Figure 1. Selected gate families.
Scale bar: 50 um.
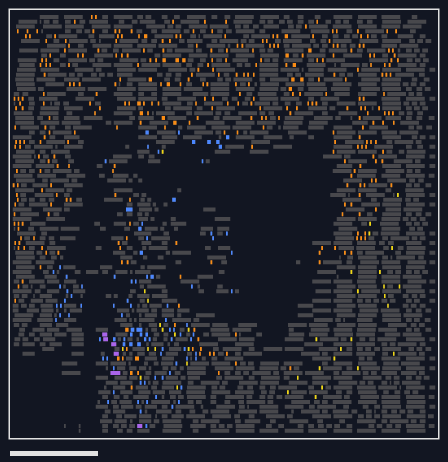
Figure 2. Congestion heat map.
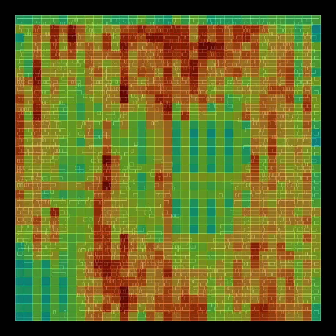
Figure 3. Signal wires on met3.
Cells faint in the background.
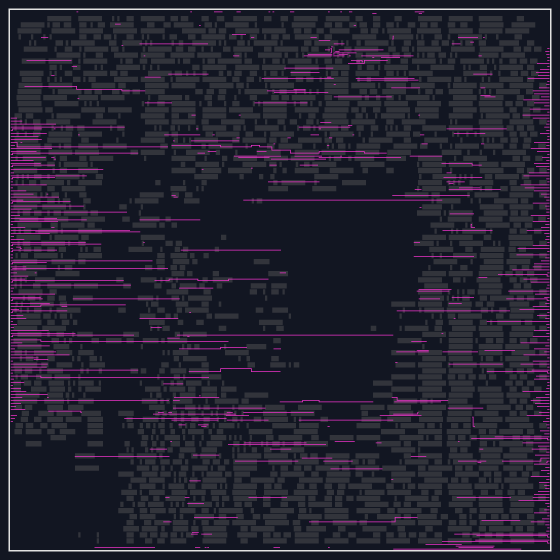
Figure 4. Routed clock nets over the placement.
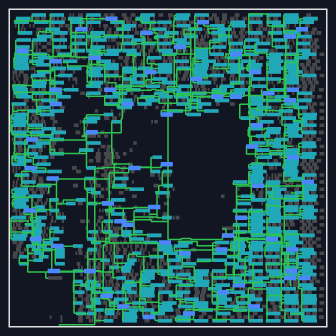
## src/rtl/gpio_param_writer.sv

```systemverilog
// rtl/gpio_param_writer.sv - host-to-fabric parameter writer over a toggle-handshaked GPIO pair
// Optional shadow bank with commit word: define GPIO_PARAM_SHADOW_EN.
module gpio_param_writer #(
  parameter int GPIO_WIDTH = 32,
  parameter int PARAM_COUNT = 16,
  parameter logic [PARAM_COUNT*GPIO_WIDTH-1:0] PARAM_RESET = '0
) (
  input  logic                              CLK,
  input  logic                              RST,
  input  logic [GPIO_WIDTH-1:0]             GP_IN,
  input  logic [3:0]                        SET,
  output logic [GPIO_WIDTH-1:0]             GP_OUT,
  output logic [PARAM_COUNT*GPIO_WIDTH-1:0] PARAMS_DATA,
  output logic                              UPDATE,
  output logic [3:0]                        UPDATE_IDX
);

  typedef enum logic [1:0] {
    S_IDLE = 2'b00,
    S_LO   = 2'b01,
    S_HI   = 2'b10
  } state_t;

  localparam logic [1:0] T_HDR    = 2'b00;
  localparam logic [1:0] T_LO     = 2'b01;
  localparam logic [1:0] T_HI     = 2'b10;
  localparam logic [1:0] T_COMMIT = 2'b11;

  logic [GPIO_WIDTH-1:0] sync1, sync2;
  logic                  prev_tgl;
  logic                  armed;

  state_t      state, state_n;
  logic        err, err_n;
  logic        ack, ack_n;
  logic [3:0]  idx, idx_n;
  logic [15:0] echo, echo_n;
  logic [15:0] stage, stage_n;
  logic        upd, upd_n;
  logic [3:0]  upd_idx, upd_idx_n;
  logic        wr_en;

  logic [GPIO_WIDTH-1:0] bank [PARAM_COUNT];

  // The synchronizer runs through reset so a TGL held across reset is already
  // settled when the arming cycle samples it.
  always_ff @(posedge CLK) begin
    sync1    <= GP_IN;
    sync2    <= sync1;
    prev_tgl <= sync2[31];
  end

  logic        evt;
  logic        w_tgl;
  logic [1:0]  w_type;
  logic [3:0]  w_set;
  logic [3:0]  w_idx;
  logic [15:0] w_pay;
  logic        idx_oor;
  logic        unused_bits;

  assign evt         = armed && (sync2[31] != prev_tgl);
  assign w_tgl       = sync2[31];
  assign w_type      = sync2[30:29];
  assign w_set       = sync2[27:24];
  assign w_idx       = sync2[3:0];
  assign w_pay       = sync2[15:0];
  assign idx_oor     = (32'(w_idx) >= 32'(PARAM_COUNT));
  assign unused_bits = ^{sync2[28], sync2[23:16]};

`ifdef GPIO_PARAM_SHADOW_EN
  logic                  commit_en;
  logic [GPIO_WIDTH-1:0] shadow [PARAM_COUNT];
`endif

  always_comb begin
    state_n   = state;
    err_n     = err;
    ack_n     = ack;
    idx_n     = idx;
    echo_n    = echo;
    stage_n   = stage;
    upd_n     = 1'b0;
    upd_idx_n = upd_idx;
    wr_en     = 1'b0;
`ifdef GPIO_PARAM_SHADOW_EN
    commit_en = 1'b0;
`endif
    if (evt) begin
      ack_n  = w_tgl;
      echo_n = w_pay;
      case (state)
        S_IDLE: begin
          if (w_type == T_HDR) begin
            if (w_set != SET) begin
              err_n = 1'b0;
            end else if (idx_oor) begin
              err_n = 1'b1;
            end else begin
              idx_n   = w_idx;
              err_n   = 1'b0;
              state_n = S_LO;
            end
          end else if (w_type == T_COMMIT) begin
`ifdef GPIO_PARAM_SHADOW_EN
            if (w_set == SET) begin
              commit_en = 1'b1;
              upd_n     = 1'b1;
              upd_idx_n = 4'hF;
            end
`else
            err_n = 1'b1;
`endif
          end else begin
            err_n = 1'b1;
          end
        end
        S_LO: begin
          if (w_type == T_LO) begin
            stage_n = w_pay;
            state_n = S_HI;
          end else begin
            err_n   = 1'b1;
            state_n = S_IDLE;
          end
        end
        S_HI: begin
          state_n = S_IDLE;
          if (w_type == T_HI) begin
            wr_en = 1'b1;
`ifndef GPIO_PARAM_SHADOW_EN
            upd_n     = 1'b1;
            upd_idx_n = idx;
`endif
          end else begin
            err_n = 1'b1;
          end
        end
        default: state_n = S_IDLE;
      endcase
    end
  end

  always_ff @(posedge CLK) begin
    if (RST) begin
      state   <= S_IDLE;
      err     <= 1'b0;
      ack     <= 1'b0;
      idx     <= 4'd0;
      echo    <= 16'd0;
      stage   <= 16'd0;
      upd     <= 1'b0;
      upd_idx <= 4'd0;
      armed   <= 1'b0;
    end else begin
      state   <= state_n;
      err     <= err_n;
      ack     <= ack_n;
      idx     <= idx_n;
      echo    <= echo_n;
      stage   <= stage_n;
      upd     <= upd_n;
      upd_idx <= upd_idx_n;
      armed   <= 1'b1;
    end
  end

  always_ff @(posedge CLK) begin
    if (RST) begin
      for (int i = 0; i < PARAM_COUNT; i++) begin
        bank[i] <= PARAM_RESET[i*GPIO_WIDTH +: GPIO_WIDTH];
      end
    end else begin
`ifdef GPIO_PARAM_SHADOW_EN
      if (commit_en) begin
        for (int i = 0; i < PARAM_COUNT; i++) begin
          bank[i] <= shadow[i];
        end
      end
`else
      for (int i = 0; i < PARAM_COUNT; i++) begin
        if (wr_en && idx == 4'(i)) bank[i] <= {w_pay, stage};
      end
`endif
    end
  end

`ifdef GPIO_PARAM_SHADOW_EN
  always_ff @(posedge CLK) begin
    if (RST) begin
      for (int i = 0; i < PARAM_COUNT; i++) begin
        shadow[i] <= PARAM_RESET[i*GPIO_WIDTH +: GPIO_WIDTH];
      end
    end else begin
      for (int i = 0; i < PARAM_COUNT; i++) begin
        if (wr_en && idx == 4'(i)) shadow[i] <= {w_pay, stage};
      end
    end
  end
`endif

  for (genvar g = 0; g < PARAM_COUNT; g++) begin : g_flat
    assign PARAMS_DATA[g*GPIO_WIDTH +: GPIO_WIDTH] = bank[g];
  end

  assign GP_OUT     = {ack, err, state, 8'h00, idx, echo};
  assign UPDATE     = upd;
  assign UPDATE_IDX = upd_idx;

endmodule

```

## config.mk

```make
export PLATFORM = sky130hd
export DESIGN_NAME = gpio_param_writer
export DESIGN_NICKNAME = d
export VERILOG_FILES = /design/src/rtl/gpio_param_writer.sv
export SDC_FILE = /design/constraint.sdc
export NUM_CORES = 1
export LEC_CHECK = 0
export ABC_AREA = 0
export CAP_MARGIN = 10
export CELL_PAD_IN_SITES_DETAIL_PLACEMENT = 1
export CELL_PAD_IN_SITES_GLOBAL_PLACEMENT = 1
export CORE_MARGIN = 1
export CORE_UTILIZATION = 35
export DETAILED_ROUTE_END_ITERATION = 12
export PLACE_DENSITY = 0.88
export SYNTH_ARGS = -nofsm -noshare
export SYNTH_HDL_FRONTEND = slang
export SYNTH_SLANG_ARGS = --single-unit
export TNS_END_PERCENT = 5
```

## constraint.sdc

```tcl
create_clock -name CLK -period 4.69 [get_ports CLK]
set_input_delay 0.938 -clock CLK [delete_from_list [all_inputs] [get_ports CLK]]
set_output_delay 0.938 -clock CLK [all_outputs]
set_load 0.01 [all_outputs]
```

==> out/results.txt <==
AND/OR/NAND/NOR Cells, Area Fraction = 0.0896
Most used DFF post-synth = edfxtp_1
Critical Path Start = state[0]$_SDFFE_PP0P_
xor+xnor area frac = 0.00298
inverters = 36
CP endpoint kind = flip-flop
instance count along the most critical hold path = 0
power attributed to the clock group = 0.00479 W
Main power group = sequential cells
number of warning messages in the logs = 39
biggest cell delay along the critical path = 1140 ps
proportion of netlist area held by the largest area contributor = 0.763
flip-flop and latch share of the layout cell area = 0.601
combinational share of cell area = 0.0854
setup slack after layout = 1120 ps
footprint of the flip-flops and latches = 0.0172 mm^2
Die Height = 242 um
met3 routed WL = 5.84 mm
arrival time at the worst endpoint = 3810 ps
proportion of cell area spent on the clock network = 0.0671
antenna violations before repair = 1
most flop-heavy register = bank
leading post-synthesis cells by cell area = edfxtp_1 76%, dfxtp_1 9.2%, nor2_1 5.9%
Final Cell Area = 0.0287 mm^2
library cell with the largest summed area after synthesis = edfxtp_1
RSZ-0062 raised after global routing = no
total net switching power = 0.00260 W
clock transition at the register clock pins on the worst setup and hold paths after CTS = 60 ps
worst reg2reg path startpoint = state[0]$_SDFFE_PP0P_
final antenna-violating net count = 0
net count of the finished layout = 1870
cts bufs inserted = 61
final period utilization = 0.762
initial detailed-routing violation count = 786
portion of total power attributed to the clock network = 0.410
final setup violating endpoints = 0
Setup Crit Path Kind = flip-flop to flip-flop
Internal Power = 0.00907 W
Achievable Freq = 280 MHz
largest driver fanout on the critical path = 33
Worst Reg2Reg Path Length in Cells = 6
CORE AREA = 0.0566 mm^2
Placed Cells = 2521
number of clock buffer instances in the layout = 79
clock tree from TritonCTS = done
sequential fraction of the synthesis area = 0.856
maximum VDD drop = 0.289 mV
cell area after synthesis = 0.0201 mm^2
Power, Total = 0.0117 W
most numerous cell types in the synthesized netlist = 512 x edfxtp_1, 314 x nor2_1, 93 x dfxtp_1
final count of pins violating max slew = 0
outcome = finished, final reports clean
flop2flop setup slack = 1120 ps
Diodes inserted = 1
post-synthesis compound-gate area fraction = 0.0137
Post-synth regs = 605
Placement Setup Slack = 1170 ps
class of the tightest hold or removal check = flip-flop to flip-flop
vias in the first global route = 13.9k
most instantiated library cell after synthesis = edfxtp_1
Worst path slowest cell = or4b_2
combinational gate area = 0.00245 mm^2
clk sinks = 605
worst clock skew on the final layout = 16.3 ps
destination of the critical timing path = bank[0][246]$_SDFFCE_PN0P_
clk latency late pin = 620 ps
final setup TNS = 0 ps
warnings from Yosys = 0
Buffers, non-clock = 607
count of multi-input combinational gates = 517
HPWL after detailed placement = 51.2 mm
vias per cell = 4.86
Buffers on Ports = 569
Non-Filler Instances = 2632
wire length of the first global-routing pass = 106 mm
hold-critical path endpoint = sync2[5]$_DFF_P_
average footprint of a synthesized cell = 16.1 um^2
total cell area reported by yosys after synthesis = 0.0201 mm^2
top library cells by usage in the layout, fill and taps aside = 569 x clkdlybuf4s50_1, 512 x edfxtp_1, 314 x nor2_1, 93 x dfxtp_1, 72 x nand2_1
CTS root buf = clkbuf_16
power per cell area = 407 mW/mm^2
Resized cells post-CTS = 0
hold_buf cts = 0
cell type taking the most area = registers
start point of the worst hold path = sync1[5]$_DFF_P_
Clock Tree Buf Depth = 3
overall die width = 242 um
CTS HTree Levels = 2
Synth logic family = simple AND/OR/NAND/NOR gates
final wirelength = 76.4 mm
detailed-routed wire length on met2 = 38.4 mm
buffering overhead = 0.209
total cell area at the placement stage = 0.0268 mm^2
largest net degree at the start of global routing = 34
TAP cells = 756
Top Registers = bank x512, sync1 x23, sync2 x23
Net Sw Frac = 0.223
Fillers = 5522
number of cells on the critical path = 6
adder-cell area share of the yosys netlist = 0.00248
via count of the routed design = 12.8k
uppermost metal layer occupied by signal nets = met5
library cells used by synthesis = 40
number of flops mapped to enable cells by yosys = 512
mux contribution to synthesized area = 0.00603
instance tally after logic synthesis = 1248
static leakage power = 10.3 nW
cell-by-cell listing of the critical path = inv_1 -> ha_1 -> and3b_1 -> nand3_2 -> or4b_2 -> nand2_2
part of the power in registers = 0.524
data required time of the worst path = 4920 ps
cells in synth_stat.txt = 1248
sequential cell count = 605
async set or reset register ratio after synthesis = 0
Routability Congestion = 0.836
setup bufs post-CTS = 0
detailed-routing iteration count for the pre-antenna-repair pass = 5
P_seq = 0.00612 W
number of cell rows = 87
final-layout worst hold slack = 324 ps
global routing usage on met3 = 0.0688
area growth from synthesis to final layout = 42.4%
Core Util at FP = 0.356
ports placed on the boundary = 587
final period demand of the worst path = 3570 ps
slew at the pin closest to its max-slew limit = 1070 ps
family with the most delay on the worst path = simple AND/OR/NAND/NOR gates
WP buf/inv = 1
remaining global-route overflow = 0
comb pwr = 0.000773 W
crit start category = flip-flop
max-cap viol count = 0
most frequent standard cell in the layout excluding fill and tap cells = clkdlybuf4s50_1
count of unresolved DRC violations after routing = 0
Routed met1 length = 29.1 mm
## Picture notes: Figure 1
color	family	cells
orange	nor cells	335
purple	xor and xnor cells	6
yellow	inv cells	36
blue	nand cells	93

## Picture notes: Figure 2
final cell utilization of the core: 0.507
GR met2 Demand/Resource: 0.445
Global Route Usage Sum: 0.256
met1 Resource Use GR: 0.299
Top Usage Layer GRT: met2

## Picture notes: Figure 3
longest straight run	96.6 um
wire length on this layer	5840 um
share of all routed wire	7.6%
main direction	horizontal

## Picture notes: Figure 4
[blue] clock drivers | count: 61
[cyan] flip-flops | count: 605
[green] clock wires | length: 7450 um
routed clock nets	62

Power and IR drop assume default switching activity.
